## src/rtl/hit_collector.sv

```systemverilog
// Scans the InexRecur/state register files from address 0 and streams every
// successful SA interval [k,l], dropping back-to-back duplicates.
module hit_collector #(
    parameter int unsigned AW    = 12,
    parameter int unsigned DEPTH = 4096
) (
    input  logic          clk,
    input  logic          rst_n,
    input  logic          start_i,
    output logic          re_ran_o,
    output logic [AW-1:0] r_addr_o,
    input  logic [31:0]   InexRecur_data_i,
    input  logic [17:0]   state_data_i,
    output logic          hit_valid_o,
    input  logic          hit_ready_i,
    output logic [7:0]    hit_k_o,
    output logic [7:0]    hit_l_o,
    output logic [7:0]    hit_z_o,
    output logic [AW:0]   hit_count_o,
    output logic          busy_o,
    output logic          done_o
);

    localparam int unsigned   CW        = AW + 1;
    localparam logic [AW-1:0] LAST_ADDR = AW'(DEPTH - 1);

    localparam logic [2:0] S_IDLE = 3'd0;
    localparam logic [2:0] S_RD   = 3'd1;
    localparam logic [2:0] S_WT   = 3'd2;
    localparam logic [2:0] S_CHK  = 3'd3;
    localparam logic [2:0] S_EMIT = 3'd4;
    localparam logic [2:0] S_NXT  = 3'd5;
    localparam logic [2:0] S_FIN  = 3'd6;

    logic [2:0]    r_state;
    logic [2:0]    w_state_nxt;
    logic [AW-1:0] r_addr;
    logic [7:0]    r_k;
    logic [7:0]    r_l;
    logic [7:0]    r_z;
    logic          r_alloc;
    logic          r_hit;
    logic [7:0]    r_prev_k;
    logic [7:0]    r_prev_l;
    logic          r_prev_vld;
    logic [CW-1:0] r_count;
    logic          r_re;
    logic          r_valid;
    logic          r_busy;
    logic          r_done;
    logic          w_emit_ok;
    logic          w_last;
    logic          w_unused_bits;

    // Fields of the read words that the collector never looks at
    assign w_unused_bits = ^{InexRecur_data_i[31:24], state_data_i[15:0]};

    assign w_emit_ok = r_hit && (r_k <= r_l) &&
                       !(r_prev_vld && (r_k == r_prev_k) && (r_l == r_prev_l));
    assign w_last    = (r_addr == LAST_ADDR);

    always_ff @(posedge clk or negedge rst_n) begin
        if (!rst_n) begin
            r_state <= S_IDLE;
        end else begin
            r_state <= w_state_nxt;
        end
    end

    always_comb begin
        w_state_nxt = r_state;
        case (r_state)
            S_IDLE: if (start_i) w_state_nxt = S_RD;
            S_RD:   w_state_nxt = S_WT;
            S_WT:   w_state_nxt = S_CHK;
            S_CHK: begin
                if (!r_alloc)       w_state_nxt = S_FIN;
                else if (w_emit_ok) w_state_nxt = S_EMIT;
                else                w_state_nxt = S_NXT;
            end
            S_EMIT: if (hit_ready_i) w_state_nxt = S_NXT;
            S_NXT:  w_state_nxt = w_last ? S_FIN : S_RD;
            S_FIN:  w_state_nxt = S_IDLE;
            default: w_state_nxt = S_IDLE;
        endcase
    end

    // Datapath; status outputs are registered from the next state
    always_ff @(posedge clk or negedge rst_n) begin
        if (!rst_n) begin
            r_addr     <= '0;
            r_k        <= '0;
            r_l        <= '0;
            r_z        <= '0;
            r_alloc    <= 1'b0;
            r_hit      <= 1'b0;
            r_prev_k   <= '0;
            r_prev_l   <= '0;
            r_prev_vld <= 1'b0;
            r_count    <= '0;
            r_re       <= 1'b0;
            r_valid    <= 1'b0;
            r_busy     <= 1'b0;
            r_done     <= 1'b0;
        end else begin
            r_re    <= (w_state_nxt == S_RD);
            r_valid <= (w_state_nxt == S_EMIT);
            r_busy  <= (w_state_nxt != S_IDLE);
            r_done  <= (w_state_nxt == S_FIN);
            case (r_state)
                S_IDLE: begin
                    if (start_i) begin
                        r_addr     <= '0;
                        r_count    <= '0;
                        r_prev_vld <= 1'b0;
                    end
                end
                S_WT: begin
                    r_z     <= InexRecur_data_i[23:16];
                    r_k     <= InexRecur_data_i[15:8];
                    r_l     <= InexRecur_data_i[7:0];
                    r_alloc <= state_data_i[17];
                    r_hit   <= state_data_i[16];
                end
                S_EMIT: begin
                    if (hit_ready_i) begin
                        if (r_count != {CW{1'b1}}) r_count <= r_count + CW'(1);
                        r_prev_k   <= r_k;
                        r_prev_l   <= r_l;
                        r_prev_vld <= 1'b1;
                    end
                end
                S_NXT: begin
                    if (!w_last) r_addr <= r_addr + AW'(1);
                end
                default: ;
            endcase
        end
    end

    assign re_ran_o    = r_re;
    assign r_addr_o    = r_addr;
    assign hit_valid_o = r_valid;
    assign hit_k_o     = r_k;
    assign hit_l_o     = r_l;
    assign hit_z_o     = r_z;
    assign hit_count_o = r_count;
    assign busy_o      = r_busy;
    assign done_o      = r_done;

endmodule
```

## config.mk

```make
export PLATFORM = sky130hd
export DESIGN_NAME = hit_collector
export DESIGN_NICKNAME = d
export VERILOG_FILES = /design/src/rtl/hit_collector.sv
export SDC_FILE = /design/constraint.sdc
export NUM_CORES = 1
export LEC_CHECK = 0
export CORE_UTILIZATION = 30
export DETAILED_ROUTE_END_ITERATION = 10
export GPL_ROUTABILITY_DRIVEN = 0
export SYNTH_ARGS = -nofsm -noshare
export SYNTH_HDL_FRONTEND = slang
export SYNTH_SLANG_ARGS = --single-unit
```

## constraint.sdc

```tcl
create_clock -name clk -period 4 [get_ports clk]
set_clock_uncertainty 0.15 [all_clocks]
set_input_delay 0.6 -clock clk [delete_from_list [all_inputs] [get_ports clk]]
set_output_delay 0.6 -clock clk [all_outputs]
set_load 0.02 [all_outputs]
```

run_1/m3.png
Bar = 20 um.
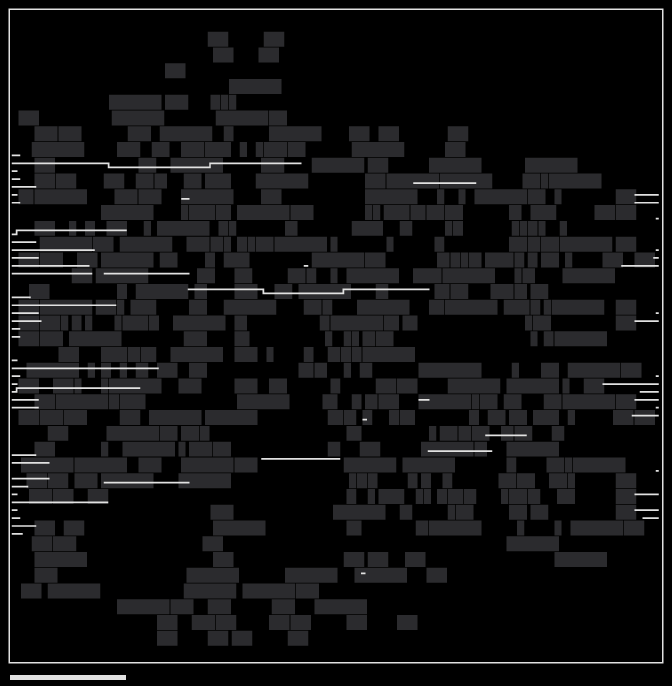
The layer carries 431 um of wire. The wires run mostly horizontal.
wirelength, routed: 7.92 mm
detailed-route via count: 2717
met3 global-route usage: 0.0454

run_1/congestion_map.png
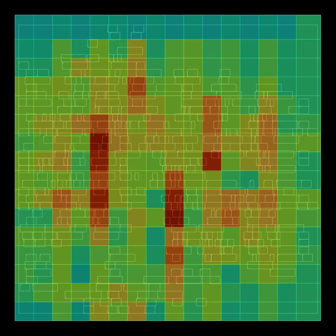
met1 Resource Use GR: 0.171
Finished Core Util: 0.420
met2 usage: 0.223

run_1/m4.png
Bar = 20 um.
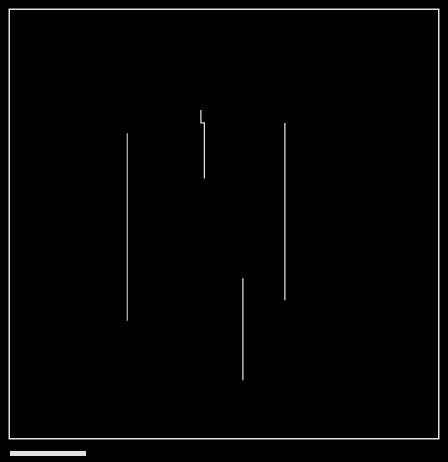
The wires run mostly vertical. 3 nets have wire on it.

run_1/m2.png
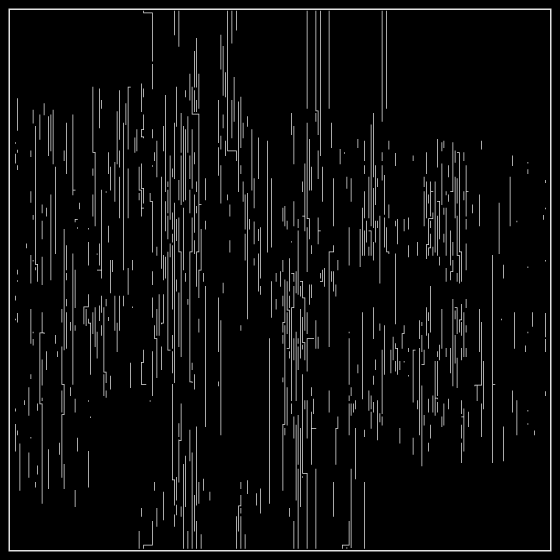
The layer holds 47% of the routed length. The wires run mostly vertical. 392 nets have wire on it. The longest straight run is 43.2 um.

==> run_summary.xml, run 1 <==
<?xml version="1.0" encoding="UTF-8"?>
<metrics>
  <group name="run_status">
    <metric name="run_status" unit="">finished, final reports clean</metric>
  </group>
  <group name="critical_path">
    <metric name="crit_slowest_cell" unit="">sky130_fd_sc_hd__clkdlybuf4s50_1</metric>
    <metric name="worstSetupEndpoint" unit="">hit_k_o[4]$_DFFE_PN0P_</metric>
    <metric name="worst_r2r_path_depth" unit="">3</metric>
    <metric name="r2r-end" unit="">r_prev_l[4]$_DFFE_PN0P_</metric>
    <metric name="cp_data_required_time" unit="ps">4060</metric>
    <metric name="worst_setup_path_start_kind" unit="">input pin</metric>
    <metric name="critical_path.top_delay_family" unit="">buffers and inverters</metric>
  </group>
  <group name="layout">
    <metric name="total_nets_final" unit="">472</metric>
    <metric name="area_growth" unit="%">33.8</metric>
    <metric name="final.clkbuf_count" unit="">14</metric>
    <metric name="layout.cells.largest_class" unit="">flip-flops and latches</metric>
    <metric name="antenna_cells_inserted" unit="">0</metric>
    <metric name="final-clk-cell-share" unit="">0.0590</metric>
  </group>
  <group name="placed_design">
    <metric name="port_buffers" unit="">82</metric>
    <metric name="place.detailed.instances" unit="">540</metric>
  </group>
  <group name="clock_network">
    <metric name="post-cts-setup-buffers" unit="">0</metric>
    <metric name="clock_latency" unit="ps">330</metric>
  </group>
  <group name="floorplanning">
    <metric name="num_io_pins" unit="">107</metric>
    <metric name="fp.dieW" unit="um">112</metric>
  </group>
  <group name="pwr">
    <metric name="leakagePower" unit="nW">2.07</metric>
    <metric name="powerDensity" unit="nW/um^2">712</metric>
    <metric name="sequentialPowerShare" unit="">0.373</metric>
    <metric name="finalPower" unit="W">0.00349</metric>
  </group>
  <group name="final_timing">
    <metric name="min_period_over_period" unit="">0.595</metric>
    <metric name="grt_setup_unrepaired" unit="">false</metric>
    <metric name="timing.fmax" unit="GHz">0.420</metric>
  </group>
  <group name="grt">
    <metric name="first_global_vias" unit="">2774</metric>
  </group>
  <group name="route">
    <metric name="iteration_count_of_the_initial_detailed_routing_pass" unit="">4</metric>
    <metric name="wire_per_inst" unit="um">14.2</metric>
    <metric name="drt-initial-drc-count" unit="">91</metric>
  </group>
  <group name="synth">
    <metric name="synth_cell_types" unit="">45</metric>
    <metric name="ys_top_cells_by_count" unit="">75 x sky130_fd_sc_hd__dfrtp_1, 34 x sky130_fd_sc_hd__mux2_2, 29 x sky130_fd_sc_hd__nor2_1</metric>
    <metric name="post-synth-top-count-cell" unit="">sky130_fd_sc_hd__dfrtp_1</metric>
  </group>
</metrics>
-- run 1: through the flow --
stage | area, sq um | setup WS [ps]
floorplan | 3660 | 1910
global placement | 4610 | 1290
detailed placement | 4610 | 1290
CTS | 4900 | 1620
global route | 4900 | 1530
finish | 4900 | 1620
-- run 1: kinds of logic after synthesis --
group                      Yosys count  share of synthesized area
AOI/OAI and AO/OA                   35                     0.0622
xor gates and xnor gates            33                     0.0789
adders and majority gates           10                     0.0342
buffers and inverters               24                     0.0273
DFF                                 75                      0.513
muxes                               37                      0.114
and+or+nand+nor                    113                      0.171
-- run 1: routing by layer --
layer,GRT usage,wire length (um),up-vias,part of all wire
li1,-,-,1322,-
met1,0.171,3620,1314,0.46
met2,0.223,3730,69,0.47
met3,0.0454,431,12,0.054
met4,0.0524,140,0,0.018
met5,0,0,-,0
--- run 2 (diff from run 1) ---
==> constraint.sdc (replaced) <==
create_clock -name clk -period 2 [get_ports clk]
set_clock_uncertainty 0.15 [all_clocks]
set_input_delay 0.3 -clock clk [delete_from_list [all_inputs] [get_ports clk]]
set_output_delay 0.3 -clock clk [all_outputs]
set_load 0.02 [all_outputs]
run_2/m3.png
Bar = 20 um.
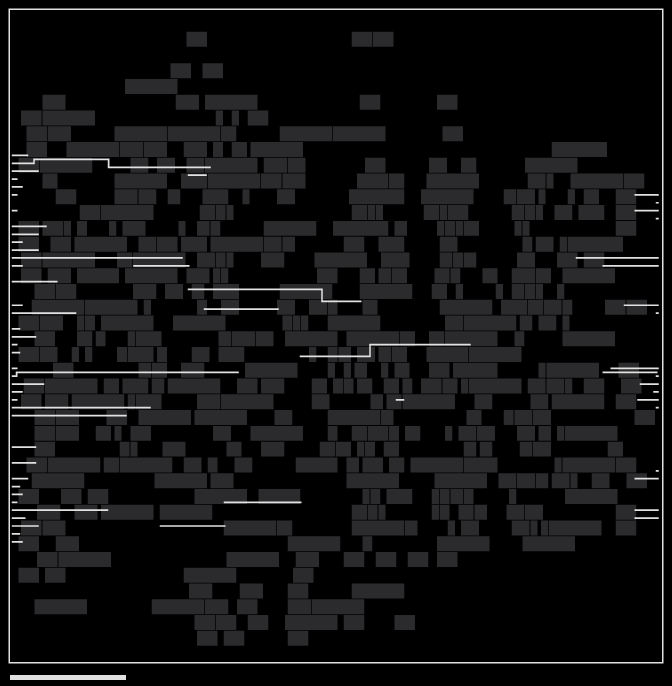
57 nets have wire on it. The layer carries 439 um of wire. The layer holds 5.3% of the routed length.
wirelength, routed: 8.32 mm
met3 global-route usage: 0.0421

run_2/congestion_map.png
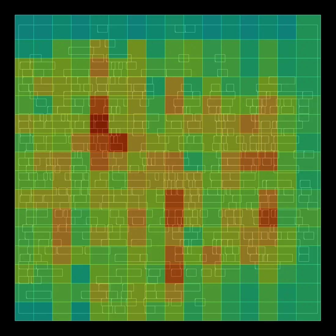
Finished Core Util: 0.446
GRT busiest layer: met2
met1 Resource Use GR: 0.180

run_2/ff_map.png
Bar = 20 um. Other sequential cells in the stronger grey, the rest of the logic in the fainter grey.
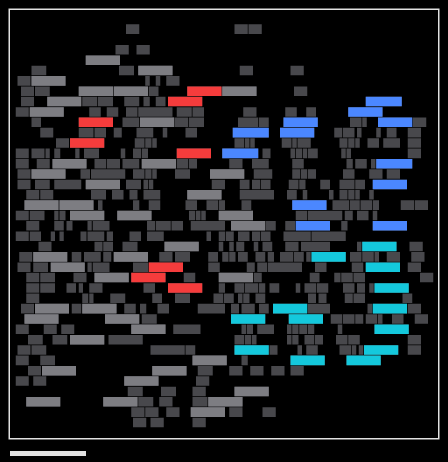
Cyan is `hit_count_o`, flops 13, where south-east. Red is `r_prev_l`, flops 8. Blue is `r_addr_o`, flops 12.
Another 42 sequential cells are not coloured.
flop share of the area: 0.362
Seq power: 0.00250 W

==> run 2 against run 1 <==
Global-route usage increased by 0.34 points. Power grew 110%. Via count rose by 4.7%.
==> run_summary.xml, run 2 <==
<?xml version="1.0" encoding="UTF-8"?>
<metrics>
  <group name="layout">
    <metric name="antenna_cells_inserted" unit="">0</metric>
    <metric name="max_ffs_per_register" unit="">13</metric>
    <metric name="finalInstanceArea" unit="sq um">5200</metric>
    <metric name="area_growth" unit="%">42.1</metric>
    <metric name="total_nets_final" unit="">502</metric>
  </group>
  <group name="placed_design">
    <metric name="dpl_cell_area" unit="sq um">4870</metric>
    <metric name="dpl_worst_slack" unit="ps">-262</metric>
    <metric name="port_buffers" unit="">82</metric>
    <metric name="place.detailed.instances" unit="">567</metric>
  </group>
  <group name="critical_path">
    <metric name="cp_data_required_time" unit="ps">2060</metric>
    <metric name="worst_setup_path_start_kind" unit="">flop</metric>
    <metric name="worstSetupEndpoint" unit="">r_addr_o[1]$_DFFE_PN0P_</metric>
    <metric name="critical_path.top_delay_family" unit="">simple AND/OR/NAND/NOR gates</metric>
    <metric name="crit_slowest_cell" unit="">sky130_fd_sc_hd__or4_4</metric>
    <metric name="r2r-end" unit="">r_addr_o[1]$_DFFE_PN0P_</metric>
    <metric name="worst_r2r_path_depth" unit="">6</metric>
  </group>
  <group name="synth">
    <metric name="post-synth-top-count-cell" unit="">sky130_fd_sc_hd__dfrtp_1</metric>
    <metric name="synth_cell_types" unit="">45</metric>
    <metric name="ys_top_cells_by_count" unit="">75 x sky130_fd_sc_hd__dfrtp_1, 34 x sky130_fd_sc_hd__mux2_2, 29 x sky130_fd_sc_hd__nor2_1</metric>
  </group>
  <group name="clock_network">
    <metric name="clock_latency" unit="ps">340</metric>
    <metric name="post-cts-setup-buffers" unit="">0</metric>
  </group>
  <group name="pwr">
    <metric name="powerDensity" unit="nW/um^2">1390</metric>
    <metric name="finalPower" unit="W">0.00724</metric>
    <metric name="sequentialPowerShare" unit="">0.345</metric>
  </group>
  <group name="route">
    <metric name="iteration_count_of_the_initial_detailed_routing_pass" unit="">4</metric>
    <metric name="routed.top_layer" unit="">met4</metric>
    <metric name="met3WireLength" unit="um">438</metric>
    <metric name="wire_per_inst" unit="um">14.2</metric>
    <metric name="detailed_route_via_count" unit="">2844</metric>
    <metric name="dr_wl_met2" unit="mm">4.06</metric>
    <metric name="wirelength_met1" unit="mm">3.75</metric>
    <metric name="drt-initial-drc-count" unit="">74</metric>
  </group>
  <group name="floorplanning">
    <metric name="core_area" unit="sq um">11700</metric>
    <metric name="fp.dieW" unit="um">112</metric>
  </group>
  <group name="final_timing">
    <metric name="setup_slack" unit="ps">81.0</metric>
    <metric name="grt_setup_unrepaired" unit="">false</metric>
    <metric name="timing.fmax" unit="GHz">0.521</metric>
  </group>
  <group name="run_status">
    <metric name="run_status" unit="">finished, final reports clean</metric>
  </group>
  <group name="grt">
    <metric name="first_global_vias" unit="">2896</metric>
  </group>
</metrics>
==> run 2: cell counts after synthesis <==
Identical to the previous run, type by type.
==> run 2: cell families after synthesis <==
group / after synthesis / share of synthesized area
buf+inv: 24 / 0.0273
mux: 37 / 0.114
xor+xnor: 33 / 0.0789
fa+ha+maj: 10 / 0.0342
flops: 75 / 0.513
compound gates: 35 / 0.0622
simple gates: 113 / 0.171
==> run 2: final cells by class <==
type / count / share of cell area
Sequential cell: 75 / 0.362
Multi-Input combinational cell: 228 / 0.331
Timing Repair Buffer: 114 / 0.213
Clock buffer: 10 / 0.0440
Tap cell: 143 / 0.0344
Clock inverter: 6 / 0.00818
Inverter: 10 / 0.00722
Power figures rest on the tool's default switching activity, not on a simulated workload.
